--- src/rtl/delay_cfg_pkg.sv ---
`default_nettype none
// ============================================================================
// Module   : delay_cfg_pkg
// Purpose  : Shared defaults, event encoding and repeat-state encoding for
//            the delay configuration unit.
// Revision : 1.0 - initial release
// ============================================================================
package delay_cfg_pkg;

    localparam logic [31:0] c_DEF_STEP  = 32'd10000;
    localparam logic [31:0] c_DEF_MIN   = 32'd10000;
    localparam logic [31:0] c_DEF_MAX   = 32'hFFFF_0000;
    localparam logic [31:0] c_DEF_RESET = 32'd10000;

    typedef enum logic [1:0] {
        EV_NONE = 2'd0,
        EV_INC  = 2'd1,
        EV_DEC  = 2'd2
    } ev_t;

    typedef enum logic [1:0] {
        REP_IDLE = 2'd0,
        REP_HOLD = 2'd1,
        REP_RPT  = 2'd2
    } rep_state_t;

endpackage
`default_nettype wire

--- src/rtl/delay_config_unit_btn_conditioner.sv ---
`default_nettype none
// ============================================================================
// Module   : btn_conditioner
// Purpose  : 2-flop synchroniser, debouncer and rising-edge event generator
//            for one raw button; optional auto-repeat (DELAY_AUTOREPEAT_EN).
// Revision : 1.0 - initial release
// ============================================================================
module btn_conditioner
    import delay_cfg_pkg::*;
#(
    parameter int DEBOUNCE_CYCLES = 4,
    parameter int HOLD_CYCLES     = 1000,
    parameter int REPEAT_CYCLES   = 200
) (
    input  logic clk,
    input  logic rst,
    input  logic btn,
    output logic ev
);

    localparam int CNT_W = (DEBOUNCE_CYCLES > 1) ? $clog2(DEBOUNCE_CYCLES + 1) : 1;

    logic             r_sync1;
    logic             r_sync2;
    logic             r_stable;
    logic             r_ev_edge;
    logic [CNT_W-1:0] r_db_cnt;
    logic             w_flip;

    // Flip on the DEBOUNCE_CYCLES-th consecutive mismatching cycle.
    assign w_flip = (r_sync2 != r_stable) && (r_db_cnt == CNT_W'(DEBOUNCE_CYCLES - 1));

    always_ff @(posedge clk) begin
        if (rst) begin
            r_sync1   <= 1'b0;
            r_sync2   <= 1'b0;
            r_stable  <= 1'b0;
            r_db_cnt  <= '0;
            r_ev_edge <= 1'b0;
        end else begin
            r_sync1   <= btn;
            r_sync2   <= r_sync1;
            if ((r_sync2 == r_stable) || w_flip)
                r_db_cnt <= '0;
            else
                r_db_cnt <= r_db_cnt + 1'b1;
            if (w_flip)
                r_stable <= ~r_stable;
            r_ev_edge <= w_flip && !r_stable;
        end
    end

`ifdef DELAY_AUTOREPEAT_EN
    localparam int RMAX   = (HOLD_CYCLES > REPEAT_CYCLES) ? HOLD_CYCLES : REPEAT_CYCLES;
    localparam int RCNT_W = (RMAX > 1) ? $clog2(RMAX + 1) : 1;

    rep_state_t        r_rep_state;
    rep_state_t        w_rep_next;
    logic [RCNT_W-1:0] r_rep_cnt;
    logic [RCNT_W-1:0] w_rep_cnt_next;
    logic              w_rep_fire;
    logic              r_rep_fire;

    always_ff @(posedge clk) begin
        if (rst) begin
            r_rep_state <= REP_IDLE;
            r_rep_cnt   <= '0;
            r_rep_fire  <= 1'b0;
        end else begin
            r_rep_state <= w_rep_next;
            r_rep_cnt   <= w_rep_cnt_next;
            r_rep_fire  <= w_rep_fire;
        end
    end

    // A release in progress (w_flip while high) suppresses any further repeat.
    always_comb begin
        w_rep_next     = r_rep_state;
        w_rep_cnt_next = r_rep_cnt + 1'b1;
        w_rep_fire     = 1'b0;
        case (r_rep_state)
            REP_IDLE: begin
                w_rep_cnt_next = '0;
                if (w_flip && !r_stable)
                    w_rep_next = REP_HOLD;
            end
            REP_HOLD: begin
                if (!r_stable || w_flip) begin
                    w_rep_next     = REP_IDLE;
                    w_rep_cnt_next = '0;
                end else if (r_rep_cnt == RCNT_W'(HOLD_CYCLES - 1)) begin
                    w_rep_fire     = 1'b1;
                    w_rep_next     = REP_RPT;
                    w_rep_cnt_next = '0;
                end
            end
            REP_RPT: begin
                if (!r_stable || w_flip) begin
                    w_rep_next     = REP_IDLE;
                    w_rep_cnt_next = '0;
                end else if (r_rep_cnt == RCNT_W'(REPEAT_CYCLES - 1)) begin
                    w_rep_fire     = 1'b1;
                    w_rep_cnt_next = '0;
                end
            end
            default: begin
                w_rep_next     = REP_IDLE;
                w_rep_cnt_next = '0;
            end
        endcase
    end

    assign ev = r_ev_edge | r_rep_fire;
`else
    logic w_unused_rep_cfg;
    assign w_unused_rep_cfg = ^{32'(HOLD_CYCLES), 32'(REPEAT_CYCLES)};
    assign ev = r_ev_edge;
`endif

endmodule
`default_nettype wire

--- src/rtl/delay_config_unit.sv ---
`default_nettype none
// ============================================================================
// Module   : delay_config_unit
// Purpose  : Button-driven per-channel delay registers with saturate/wrap
//            limits. Optional auto-repeat via macro DELAY_AUTOREPEAT_EN.
// Revision : 1.0 - initial release
// ============================================================================
module delay_config_unit
    import delay_cfg_pkg::*;
#(
    parameter int               WIDTH           = 32,
    parameter int               NUM_CH          = 4,
    parameter logic [WIDTH-1:0] STEP            = WIDTH'(c_DEF_STEP),
    parameter logic [WIDTH-1:0] MIN_VAL         = WIDTH'(c_DEF_MIN),
    parameter logic [WIDTH-1:0] MAX_VAL         = WIDTH'(c_DEF_MAX),
    parameter logic [WIDTH-1:0] RESET_VAL       = WIDTH'(c_DEF_RESET),
    parameter int               DEBOUNCE_CYCLES = 4,
    parameter int               HOLD_CYCLES     = 1000,
    parameter int               REPEAT_CYCLES   = 200,
    parameter int               SEL_W           = (NUM_CH > 1) ? $clog2(NUM_CH) : 1
) (
    input  logic                    clk,
    input  logic                    rst,
    input  logic                    inc_btn,
    input  logic                    dec_btn,
    input  logic [SEL_W-1:0]        ch_sel,
    input  logic                    wrap_mode,
    output logic [NUM_CH*WIDTH-1:0] delay_val,
    output logic                    upd_pulse,
    output logic                    limit_pulse
);

    logic             w_inc_ev;
    logic             w_dec_ev;
    ev_t              w_ev;
    logic             w_ch_ok;
    logic [WIDTH-1:0] w_cur;
    logic [WIDTH-1:0] w_new;
    logic             w_lim;
    logic [WIDTH:0]   w_sum;
    logic [WIDTH:0]   w_floor;
    logic [WIDTH-1:0] r_val [NUM_CH];
    logic             r_upd;
    logic             r_lim;

    btn_conditioner #(
        .DEBOUNCE_CYCLES(DEBOUNCE_CYCLES),
        .HOLD_CYCLES    (HOLD_CYCLES),
        .REPEAT_CYCLES  (REPEAT_CYCLES)
    ) u_inc (
        .clk(clk),
        .rst(rst),
        .btn(inc_btn),
        .ev (w_inc_ev)
    );

    btn_conditioner #(
        .DEBOUNCE_CYCLES(DEBOUNCE_CYCLES),
        .HOLD_CYCLES    (HOLD_CYCLES),
        .REPEAT_CYCLES  (REPEAT_CYCLES)
    ) u_dec (
        .clk(clk),
        .rst(rst),
        .btn(dec_btn),
        .ev (w_dec_ev)
    );

    assign w_ch_ok = (32'(ch_sel) < 32'(NUM_CH));

    // Coincident inc/dec events cancel each other.
    always_comb begin
        w_ev = EV_NONE;
        if (w_inc_ev && !w_dec_ev)
            w_ev = EV_INC;
        else if (w_dec_ev && !w_inc_ev)
            w_ev = EV_DEC;
    end

    always_comb begin
        w_cur = '0;
        for (int k = 0; k < NUM_CH; k++)
            if (ch_sel == SEL_W'(k))
                w_cur = r_val[k];
    end

    always_comb begin
        w_sum   = {1'b0, w_cur} + {1'b0, STEP};
        w_floor = {1'b0, MIN_VAL} + {1'b0, STEP};
        w_new   = w_cur;
        w_lim   = 1'b0;
        case (w_ev)
            EV_INC: begin
                if (w_sum <= {1'b0, MAX_VAL}) begin
                    w_new = w_sum[WIDTH-1:0];
                end else begin
                    w_lim = 1'b1;
                    w_new = wrap_mode ? MIN_VAL : MAX_VAL;
                end
            end
            EV_DEC: begin
                if ({1'b0, w_cur} >= w_floor) begin
                    w_new = w_cur - STEP;
                end else begin
                    w_lim = 1'b1;
                    w_new = wrap_mode ? MAX_VAL : MIN_VAL;
                end
            end
            default: ;
        endcase
    end

    always_ff @(posedge clk) begin
        if (rst) begin
            for (int k = 0; k < NUM_CH; k++)
                r_val[k] <= RESET_VAL;
            r_upd <= 1'b0;
            r_lim <= 1'b0;
        end else begin
            r_upd <= 1'b0;
            r_lim <= 1'b0;
            if ((w_ev != EV_NONE) && w_ch_ok) begin
                for (int k = 0; k < NUM_CH; k++)
                    if (ch_sel == SEL_W'(k))
                        r_val[k] <= w_new;
                r_upd <= (w_new != w_cur);
                r_lim <= w_lim;
            end
        end
    end

    for (genvar k = 0; k < NUM_CH; k++) begin : g_out
        assign delay_val[k*WIDTH +: WIDTH] = r_val[k];
    end

    assign upd_pulse   = r_upd;
    assign limit_pulse = r_lim;

endmodule
`default_nettype wire

--- config.mk ---
export PLATFORM = sky130hd
export DESIGN_NAME = delay_config_unit
export DESIGN_NICKNAME = d
export VERILOG_FILES = /design/src/rtl/delay_cfg_pkg.sv /design/src/rtl/delay_config_unit_btn_conditioner.sv /design/src/rtl/delay_config_unit.sv
export SDC_FILE = /design/constraint.sdc
export NUM_CORES = 1
export LEC_CHECK = 0
export CORE_ASPECT_RATIO = 0.8
export CORE_UTILIZATION = 26
export CTS_CLUSTER_SIZE = 40
export DETAILED_ROUTE_END_ITERATION = 7
export GPL_TIMING_DRIVEN = 0
export SLEW_MARGIN = 10
export SYNTH_ARGS = -nofsm -noshare
export SYNTH_HDL_FRONTEND = slang
export SYNTH_HIERARCHICAL = 1
export SYNTH_SLANG_ARGS = --single-unit
--- constraint.sdc ---
create_clock -name clk -period 7.3 [get_ports clk]
set_input_delay 1.095 -clock clk [delete_from_list [all_inputs] [get_ports clk]]
set_output_delay 1.095 -clock clk [all_outputs]
set_load 0.1 [all_outputs]
==> results_slide.txt, run 1 <==
Run Summary

Critical path
  – CP endpoint: upd_pulse$_SDFF_PP0_
  – CP required: 7.59 ns
  – Register-to-Register Path Depth: 14
  – RR Endpoint: upd_pulse$_SDFF_PP0_
  – Worst EP arrival: 7.23 ns

Synthesis
  – Post-Synthesis Net Count: 944
  – Post-synth top cells: 177 x nor2_1, 128 x edfxtp_1, 64 x nand2_1
  – Yosys top cell by instances: nor2_1
  – Post-synth top area cell: edfxtp_1
  – Yosys chip area: 9170 sq um
  – Unique cell type count in the Yosys netlist: 80
  – Post-synth EDFFs: 128
  – Biggest area cells: edfxtp_1 42%, mux4_2 7.9%, nor2_1 7.2%
  – Post-synthesis compound-gate area fraction: 0.155
  – # Cells Yosys: 927
  – Mapped Area: 9170 sq um
  – Post-Synthesis Cells: 927

Layout
  – Final Non-Filler Cells: 1,568
  – Most frequent logic cell in the layout: nor2_1
  – Dominant logic cell types in the final layout: 177 x nor2_1, 133 x clkdlybuf4s50_1, 128 x edfxtp_1

STA
  – FMAX: 144 MHz
  – Slew Limit Fails: 0
  – Setup violators final: 0
  – RSZ-0062 raised after global routing: no
  – Post-route setup TNS: 0 ns

Flow run
  – Max-cap violations: 0

CTS
  – H-tree levels: 4
  – PostCTS Resize Cnt: 0
  – CTS tree: done
  – Setup bufs post-CTS: 0
  – Clock root buffer: clkbuf_16
  – # clock sinks: 144
  – Num CTS Buffers: 17

GRT
  – Aggregate global-route resource usage: 0.213
  – First-pass GRT wire length: 55,800 um

Route
  – Avg Vias per Cell: 5.61
  – Drt first pass iters: 5
  – Met2 WL: 16,800 um
  – Routed via count: 8,799
  – Top Layer Used: met4
  – Iter 0 DRT Violations: 800
  – DR DRC count: 0

Power and ir drop
  – Leakage power total: 3.81 nW

Placed design
  – Hpwl dp: 28,700 um

Floorplanning
  – Fp_density: 0.264
  – FP Rows: 61
  – Core area: 34,700 sq um

Min path
  – Hold WC Path Type: flip-flop to flip-flop

Status
  – Status: completed
-- run 1: logic make-up after synthesis --
logic type | after synthesis
XOR/XNOR | 36
buffers and inverters | 83
adder cells (fa/ha/maj) | 10
AND-OR/OR-AND | 213
multiplexers | 50
flip-flops | 144
AND/OR/NAND/NOR | 391
-- run 1: metrics by stage --
stage / total power, mW / worst slack (ns) / cell area [sq um] / utilization
after floorplan: 1.23 / 1.73 / 9170 / -
after global placement: 1.35 / 0.0787 / 11100 / 0.319
after detailed placement: 1.35 / 0.139 / 11200 / 0.322
after CTS: 2.29 / 0.584 / 11800 / 0.340
after global routing: 2.34 / 0.275 / 11800 / 0.340
final: 2.29 / 0.364 / 11800 / 0.340
-- run 1: power by group --
group	leakage (nW)	internal (mW)	switching, mW
combinational	2.13	0.0997	0.306
clock	0.306	0.525	0.426
sequential	1.38	0.916	0.0149
total	3.81	1.54	0.747
-- run 1: critical path, cell delays in order --
cell,delay [ns]
buf_2,0.24
buf_2,0.44
mux4_2,0.38
buf_2,0.22
ha_1,0.30
a31oi_1,0.48
a21oi_1,0.33
a31o_2,0.34
a211oi_1,0.35
o311ai_2,0.37
a21oi_1,0.91
o21ai_0,0.39
xor2_1,0.27
nor4_1,0.58
nand4_1,0.15
o31a_1,0.35
-- run 1: area by class of cell --
cell class / instances / area, sq um
Tap cell: 472 / 591
Buffer: 63 / 284
Sequential cell: 144 / 4160
Antenna cell: 1 / 2.50
Timing Repair Buffer: 136 / 1410
Inverter: 20 / 75.1
Clock buffer: 17 / 425
Fill cell: 3584 / 22900
Clock inverter: 15 / 196
Multi-Input combinational cell: 700 / 4680
-- run 1: how the worst min path moves through the flow --
stage                                       startpoint                      endpoint  slack, ns  cells past startpoint
after global routing      u_dec/r_db_cnt[0]$_SDFF_PP0_  u_dec/r_db_cnt[0]$_SDFF_PP0_       0.46                      1
after floorplan           u_dec/r_db_cnt[0]$_SDFF_PP0_  u_dec/r_db_cnt[0]$_SDFF_PP0_       0.40                      1
after detailed placement  u_inc/r_db_cnt[0]$_SDFF_PP0_  u_inc/r_db_cnt[0]$_SDFF_PP0_       0.42                      1
final                     u_inc/r_db_cnt[0]$_SDFF_PP0_  u_inc/r_db_cnt[0]$_SDFF_PP0_       0.43                      1
after global placement    u_dec/r_db_cnt[0]$_SDFF_PP0_  u_dec/r_db_cnt[0]$_SDFF_PP0_       0.41                      1
after CTS                 u_inc/r_db_cnt[0]$_SDFF_PP0_  u_inc/r_db_cnt[0]$_SDFF_PP0_       0.43                      1
-- run 1: layer usage --
metal,track usage,vias to the layer above
met3,0.0299,61
met5,0,-
met4,0.0577,0
met1,0.312,4449
met2,0.324,488
li1,-,3801
-- run 1: state kept, by name (all words and copies together) (netlist names) --
| signal | cells |
|---|---|
| r_val | 128 |
| u_dec/r_db_cnt | 3 |
| u_inc/r_db_cnt | 3 |
| limit_pulse | 1 |
| u_dec/ev | 1 |
| u_dec/r_stable | 1 |
| u_dec/r_sync1 | 1 |
| u_dec/r_sync2 | 1 |
| u_inc/ev | 1 |
| u_inc/r_stable | 1 |
| u_inc/r_sync1 | 1 |
| u_inc/r_sync2 | 1 |
| upd_pulse | 1 |
Fig. 1: run 1, signal wires on met2
Scale: 2 px per um.
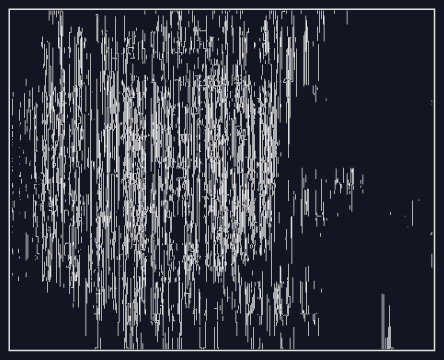
The layer holds 44% of the routed length. The layer carries 16,800 um of wire.

Fig. 2: run 1, ports around the boundary
Scale: 2 px per um. Pins as bars across the die edge, other pins in grey.
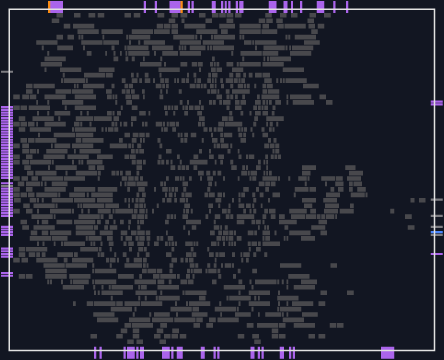
`ch_sel`: marked orange, pins 2, direction input, edge north. `limit_pulse`: marked blue, pins 1, direction output, edge east. `delay_val`: marked purple, pins 128, direction output, edge 49 west, 39 north, 37 south, 3 east.
All pins by edge: 51 west, 41 north, 37 south, 8 east.
DIE HEIGHT: 170 um
# port buffers: 133
Chip Width: 212 um

Fig. 3: run 1, nets reached from selected ports
Scale: 1 px per um.
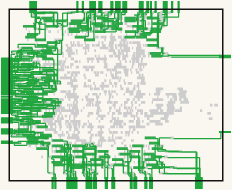
`delay_val`: marked green, bits 128, direction output, edge 49 west, 39 north, 37 south, 3 east, end cells 128, buffers 128, wire 5,270 um.

==> inputs of run 2 (changes only) <==
==> constraint.sdc (replaced) <==
create_clock -name clk -period 5.7 [get_ports clk]
set_input_delay 0.855 -clock clk [delete_from_list [all_inputs] [get_ports clk]]
set_output_delay 0.855 -clock clk [all_outputs]
set_load 0.1 [all_outputs]
Fig. 4: run 2, ports around the boundary
Scale: 2 px per um. Pins as bars across the die edge, other pins in grey.
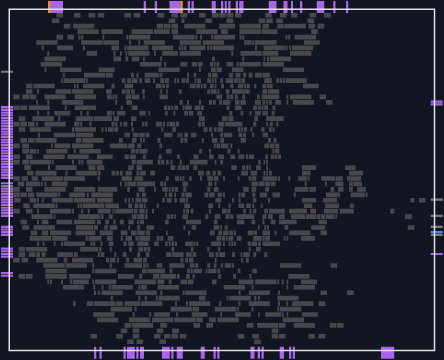
`limit_pulse`: marked blue, pins 1, direction output, edge east. `ch_sel`: marked orange, pins 2, direction input, edge north. `delay_val`: marked purple, pins 128, direction output, edge 49 west, 39 north, 37 south, 3 east.
All pins by edge: 51 west, 41 north, 37 south, 8 east.

Fig. 5: run 2, cell placement
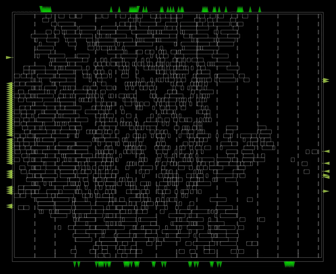
FP Rows: 61
final core area utilization: 0.349

==> run 2 against run 1 <==
Compared with the run above: highest routed layer unchanged; utilization increased by 0.82 points; cell count rose by 0.26%; area after synthesis stayed put.
==> results_slide.txt, run 2 <==
Run Summary

Layout
  – Biggest register: r_val (unchanged)
  – Dominant logic cell types in the final layout: 177 x nor2_1, 133 x clkdlybuf4s50_1, 128 x edfxtp_1 (unchanged)
  – Fin nets: 1,103 (was 1,099)
  – Most frequent logic cell in the layout: nor2_1 (unchanged)
  – Share of cells above drive strength 1: 0.136 (was 0.101)
  – Max reg flops: 128 (unchanged)
  – Biggest regs: r_val x128, u_dec/r_db_cnt x3, u_inc/r_db_cnt x3 (unchanged)

STA
  – RSZ-0062 raised after global routing: no (unchanged)
  – Setup violators final: 0 (unchanged)
  – Final Skew: 0.0222 ns (was 0.0214 ns)
  – Fin worst setup slack: 0.0610 ns (was 0.364 ns)
  – Post-route setup TNS: 0 ns (unchanged)
  – Slew Limit Fails: 0 (unchanged)
  – FMAX: 177 MHz

Critical path
  – Critical path buffers and inverters: 4 (was 3)
  – Setup CP Type: primary input to flip-flop (unchanged)
  – Worst path max stage delay: 0.53 ns (was 0.91 ns)
  – Worst-path maximum fanout: 11 (unchanged)
  – Slowest-stage cell, CP: mux4_2 (was a21oi_1)
  – Worst EP arrival: 5.94 ns (was 7.23 ns)
  – Crit-path leading delay family: AND-OR/OR-AND gates (unchanged)
  – Critical Path, Cell by Cell: buf_6, buf_6, mux4_2, buf_2, ha_4, a31oi_4, a211oi_2, nor4b_1, o221a_2, o311a_1, buf_4, mux2i_4, xnor2_1, o221ai_1, or4_1, or4_1, o31a_1 (was buf_2, buf_2, mux4_2, buf_2, ha_1, a31oi_1, a21oi_1, a31o_2, a211oi_1, o311ai_2, a21oi_1, o21ai_0, xor2_1, nor4_1, nand4_1, o31a_1)
  – CP required: 6.00 ns (was 7.59 ns)

CTS
  – H-tree levels: 4 (unchanged)
  – CTS tree: done (unchanged)
  – Num CTS Buffers: 17 (unchanged)
  – # clock sinks: 144 (unchanged)
  – Clock root buffer: clkbuf_16 (unchanged)

Route
  – Avg Vias per Cell: 5.68 (was 5.61)
  – Iter 0 DRT Violations: 884 (was 800)
  – DR DRC count: 0 (unchanged)
  – Wire per inst: 24.5 um (was 24.4 um)
  – Routed via count: 8,930 (was 8,799)
  – Drt first pass iters: 7 (was 5)

Power and ir drop
  – Clock network power share: 0.415 (was 0.416)
  – Psw: 0.970 mW (was 0.747 mW)
  – Flop pwr share: 0.404 (was 0.407)
  – Combinational power share: 0.180 (was 0.177)
  – Sw frac: 0.329 (was 0.327)
  – Leakage power total: 3.91 nW (was 3.81 nW)
  – Int Pwr: 1.98 mW (was 1.54 mW)

Synthesis
  – Post-synth top cells: 177 x nor2_1, 128 x edfxtp_1, 64 x nand2_1 (unchanged)
  – Post-Synthesis Net Count: 944 (unchanged)
  – Yosys top cell by instances: nor2_1 (unchanged)
  – # Cells Yosys: 927 (unchanged)
  – Yosys chip area: 9170 sq um (unchanged)
  – Synth flops: 144 (unchanged)
  – Post-synthesis compound-gate area fraction: 0.155 (unchanged)
  – Post-synth top area cell: edfxtp_1 (unchanged)
  – Biggest area cells: edfxtp_1 42%, mux4_2 7.9%, nor2_1 7.2% (unchanged)
  – Post-Synthesis Cells: 927 (unchanged)
  – Mapped Area: 9170 sq um (unchanged)
  – Async SR Flop Fraction: 0 (unchanged)
  – Post-synth EDFFs: 128 (unchanged)
  – Unique cell type count in the Yosys netlist: 80 (unchanged)

Placed design
  – Hpwl dp: 28,700 um (unchanged)
  – # port buffers: 133 (unchanged)
  – Worst slack, placed: -1.22 ns (was 0.139 ns)

Flow run
  – Max-cap violations: 0 (unchanged)

Floorplanning
  – DIE HEIGHT: 170 um (unchanged)
  – Chip Width: 212 um (unchanged)
  – Fp_density: 0.264 (unchanged)
  – Core area: 34,700 sq um (unchanged)

Min path
  – Hold WC Path Type: flip-flop to flip-flop (unchanged)

GRT
  – First-pass GRT wire length: 56,100 um (was 55,800 um)
  – Aggregate global-route resource usage: 0.214 (was 0.213)

Status
  – Status: completed (unchanged)
run 2: cell counts after synthesis:
No cell type changed its count.
run 2: timing repair:
| action | 4_1_cts | 5_1_grt |
|---|---|---|
| hold buffers | 0 | 0 |
| resized | 27 | 32 |
| setup buffers | 5 | 0 |
| endpoints found under the setup margin | 31 | 2 |
| pin swaps | 3 | 0 |
run 2: final cells by class:
cell class | count | area, sq um
fill | 3560 | 22600
multi-input combinational | 700 | 4890
sequential | 144 | 4160
timing repair buffer | 141 | 1440
tap | 472 | 591
clock buffer | 17 | 425
buffer | 62 | 313
clock inverter | 15 | 196
inverter | 20 | 75.1
antenna | 1 | 2.50
run 2: metal layers:
metal | vias to the layer above | track usage | share of wire
met1 | 4526 | 0.314 | 0.46
met4 | 0 | 0.0611 | 0.027
li1 | 3815 | - | -
met5 | - | 0 | 0
met2 | 519 | 0.324 | 0.43
met3 | 70 | 0.0295 | 0.081
run 2: cells by family (layout without fill, tap and decap cells):
kind of cell / count (synthesis) / after routing
simple gates: 391 / 391
compound gates: 213 / 213
mux: 50 / 50
fa+ha+maj: 10 / 10
buf+inv: 83 / 255
other cells: 0 / 1
xor+xnor: 36 / 36
flops: 144 / 144
run 2: final timing paths:
kind	startpoint	to	slack [ns]	cells after the start
max	ch_sel[0]	upd_pulse$_SDFF_PP0_	0.06	17
min	u_dec/r_db_cnt[0]$_SDFF_PP0_	u_dec/r_db_cnt[0]$_SDFF_PP0_	0.43	1
min reg2reg	u_dec/r_db_cnt[0]$_SDFF_PP0_	u_dec/r_db_cnt[0]$_SDFF_PP0_	0.43	1
max reg2reg	r_val[1][27]$_SDFFCE_PN0P_	upd_pulse$_SDFF_PP0_	0.45	14
run 2: metrics by stage:
stage | area [sq um] | power [mW] | hold WS [ns] | std cells | util
2_1_floorplan | 9170 | 1.58 | 0.404 | 927 | -
3_3_place_gp | 11100 | 1.72 | 0.415 | 1532 | 0.319
3_5_place_dp | 11200 | 1.73 | 0.421 | 1535 | 0.322
4_1_cts | 12000 | 2.94 | 0.431 | 1571 | 0.345
5_1_grt | 12100 | 3.01 | 0.457 | 1571 | 0.348
6_report | 12100 | 2.95 | 0.429 | 1572 | 0.349
run 2: power groups by stage:
stage          combinational [mW]  sequential (mW)  clock, mW
2_1_floorplan               0.173             1.41          0
3_3_place_gp                0.506             1.22          0
6_report                    0.532             1.19       1.22
5_1_grt                     0.551             1.19       1.26
4_1_cts                     0.521             1.19       1.23
3_5_place_dp                0.514             1.21          0
==> inputs of run 3 (changes only) <==
--- a/config.mk
+++ b/config.mk
@@ -5,6 +5,7 @@
 export SDC_FILE = /design/constraint.sdc
 export NUM_CORES = 1
 export LEC_CHECK = 0
+export ABC_CLOCK_PERIOD_IN_PS = 5700
 export CORE_ASPECT_RATIO = 0.8
 export CORE_UTILIZATION = 26
 export CTS_CLUSTER_SIZE = 40
Fig. 6: run 3, cell placement
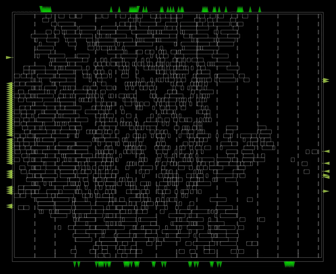
Seq/total area: 0.344
core area: 34,700 sq um
flop count: 144
Final Non-Filler Cells: 1,572
Tap Count: 472

Fig. 7: run 3, nets reached from selected ports
Scale: 1 px per um.
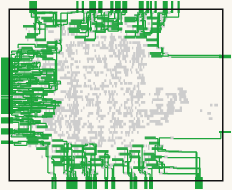
`delay_val`: marked green, bits 128, direction output, edge 49 west, 39 north, 37 south, 3 east, end cells 128, buffers 128, wire 5,270 um.
I/O pins: 137

==> run 3 against run 2 <==
Compared with the run above: count of clock-buffer cells in the layout unchanged; largest cell class unchanged; setup slack unchanged; critical path depth unchanged; area after synthesis unchanged; register-to-register slack about the same.
==> results_slide.txt, run 3 <==
Run Summary

Placed design
  – # placed instances: 1,535 (unchanged)
  – Area post-placement: 11,200 sq um (unchanged)
  – # port buffers: 133 (unchanged)

Synthesis
  – Yosys chip area: 9170 sq um (unchanged)
  – Post-synth EDFFs: 128 (unchanged)
  – Biggest area cells: edfxtp_1 42%, mux4_2 7.9%, nor2_1 7.2% (unchanged)
  – Async SR Flop Fraction: 0 (unchanged)
  – Post-Synthesis Net Count: 944 (unchanged)
  – Yosys top cell by instances: nor2_1 (unchanged)
  – # Cells Yosys: 927 (unchanged)

Critical path
  – Crit-path leading delay family: AND-OR/OR-AND gates (unchanged)
  – CP required: 6.00 ns (about the same)
  – Worst path max stage delay: 0.53 ns (about the same)
  – Critical path buffers and inverters: 4 (unchanged)
  – Slowest-stage cell, CP: mux4_2 (unchanged)
  – Critical Path, Cell by Cell: buf_6, buf_6, mux4_2, buf_2, ha_4, a31oi_4, a211oi_2, nor4b_1, o221a_2, o311a_1, buf_4, mux2i_4, xnor2_1, o221ai_1, or4_1, or4_1, o31a_1 (unchanged)

GRT
  – GR Util met3: 0.0295 (unchanged)
  – First-pass GRT wire length: 56,100 um (unchanged)
  – Global route hottest layer: met2 (unchanged)
  – Aggregate global-route resource usage: 0.214 (unchanged)

Floorplanning
  – Chip Width: 212 um (unchanged)
  – FP Rows: 61 (unchanged)
  – Fp_density: 0.264 (unchanged)

CTS
  – H-tree levels: 4 (unchanged)
  – Num CTS Buffers: 17 (unchanged)
  – # clock sinks: 144 (unchanged)
  – CTS tree: done (unchanged)
  – Clock root buffer: clkbuf_16 (unchanged)

Layout
  – Dominant logic cell types in the final layout: 177 x nor2_1, 133 x clkdlybuf4s50_1, 128 x edfxtp_1 (unchanged)
  – Biggest regs: r_val x128, u_dec/r_db_cnt x3, u_inc/r_db_cnt x3 (unchanged)
  – Fin nets: 1,103 (unchanged)
  – Share of cells above drive strength 1: 0.136 (unchanged)
  – Final core area utilization: 0.349 (unchanged)

STA
  – FMAX: 177 MHz (unchanged)
  – Post-route setup TNS: 0 ns (unchanged)
  – Slew Limit Fails: 0 (unchanged)
  – RSZ-0062 raised after global routing: no (unchanged)
  – Fin worst setup slack: 0.0610 ns (unchanged)

Route
  – Drt first pass iters: 7 (unchanged)
  – Iter 0 DRT Violations: 884 (unchanged)
  – DR DRC count: 0 (unchanged)

Power and ir drop
  – Psw: 0.970 mW (unchanged)
  – Int Pwr: 1.98 mW (unchanged)
  – Total power: 2.95 mW (unchanged)
  – Sw frac: 0.329 (unchanged)
  – Flop pwr share: 0.404 (about the same)

Flow run
  – Max-cap violations: 0 (unchanged)

Status
  – Status: completed (unchanged)

Min path
  – Hold WC Path Type: flip-flop to flip-flop (unchanged)
==> run 3: path summary, 6_finish.rpt <==
kind / from / to / slack, ns / cells past startpoint
worst min register to register: u_dec/r_db_cnt[0]$_SDFF_PP0_ / u_dec/r_db_cnt[0]$_SDFF_PP0_ / 0.43 / 1
worst max register to register: r_val[1][27]$_SDFFCE_PN0P_ / upd_pulse$_SDFF_PP0_ / 0.45 / 14
worst min-delay path: u_dec/r_db_cnt[0]$_SDFF_PP0_ / u_dec/r_db_cnt[0]$_SDFF_PP0_ / 0.43 / 1
worst max-delay path: ch_sel[0] / upd_pulse$_SDFF_PP0_ / 0.06 / 17
==> run 3: power groups by stage <==
stage / Clock (mW) / Combinational, mW / Sequential, mW
floorplan: 0 / 0.173 / 1.41
global placement: 0 / 0.506 / 1.22
detailed placement: 0 / 0.514 / 1.21
CTS: 1.23 / 0.521 / 1.19
global route: 1.26 / 0.551 / 1.19
finish: 1.22 / 0.532 / 1.19
==> run 3: routing by layer <==
layer	part of all wire	vias to the layer above
li1	-	3815
met1	0.46	4526
met2	0.43	519
met4	0.027	0
met5	0	-
met3	0.081	70
==> run 3: layout make-up <==
cell class	instances	area (sq um)
antenna	1	2.50
buffer	62	313
clock buffer	17	425
clock inverter	15	196
fill	3560	22600
inverter	20	75.1
multi-input combinational	700	4890
sequential	144	4160
tap	472	591
timing repair buffer	141	1440
==> run 3: logic make-up (layout without fill, tap and decap cells) <==
logic type,after synthesis,count (layout),synth area share
AOI/OAI and AO/OA,213,213,0.155
xor gates and xnor gates,36,36,0.0344
DFF,144,144,0.454
and+or+nand+nor,391,391,0.205
muxes,50,50,0.0984
buffers and inverters,83,255,0.0392
adders and majority gates,10,10,0.0137
other,0,1,0
==> run 3: what timing repair did <==
action	CTS	global route
setup buffers	5	0
resized	27	32
hold buffers	0	0
setup endpoints to repair	31	2
pin swaps	3	0
No activity file was given, so power comes from the tool's default toggle rates.
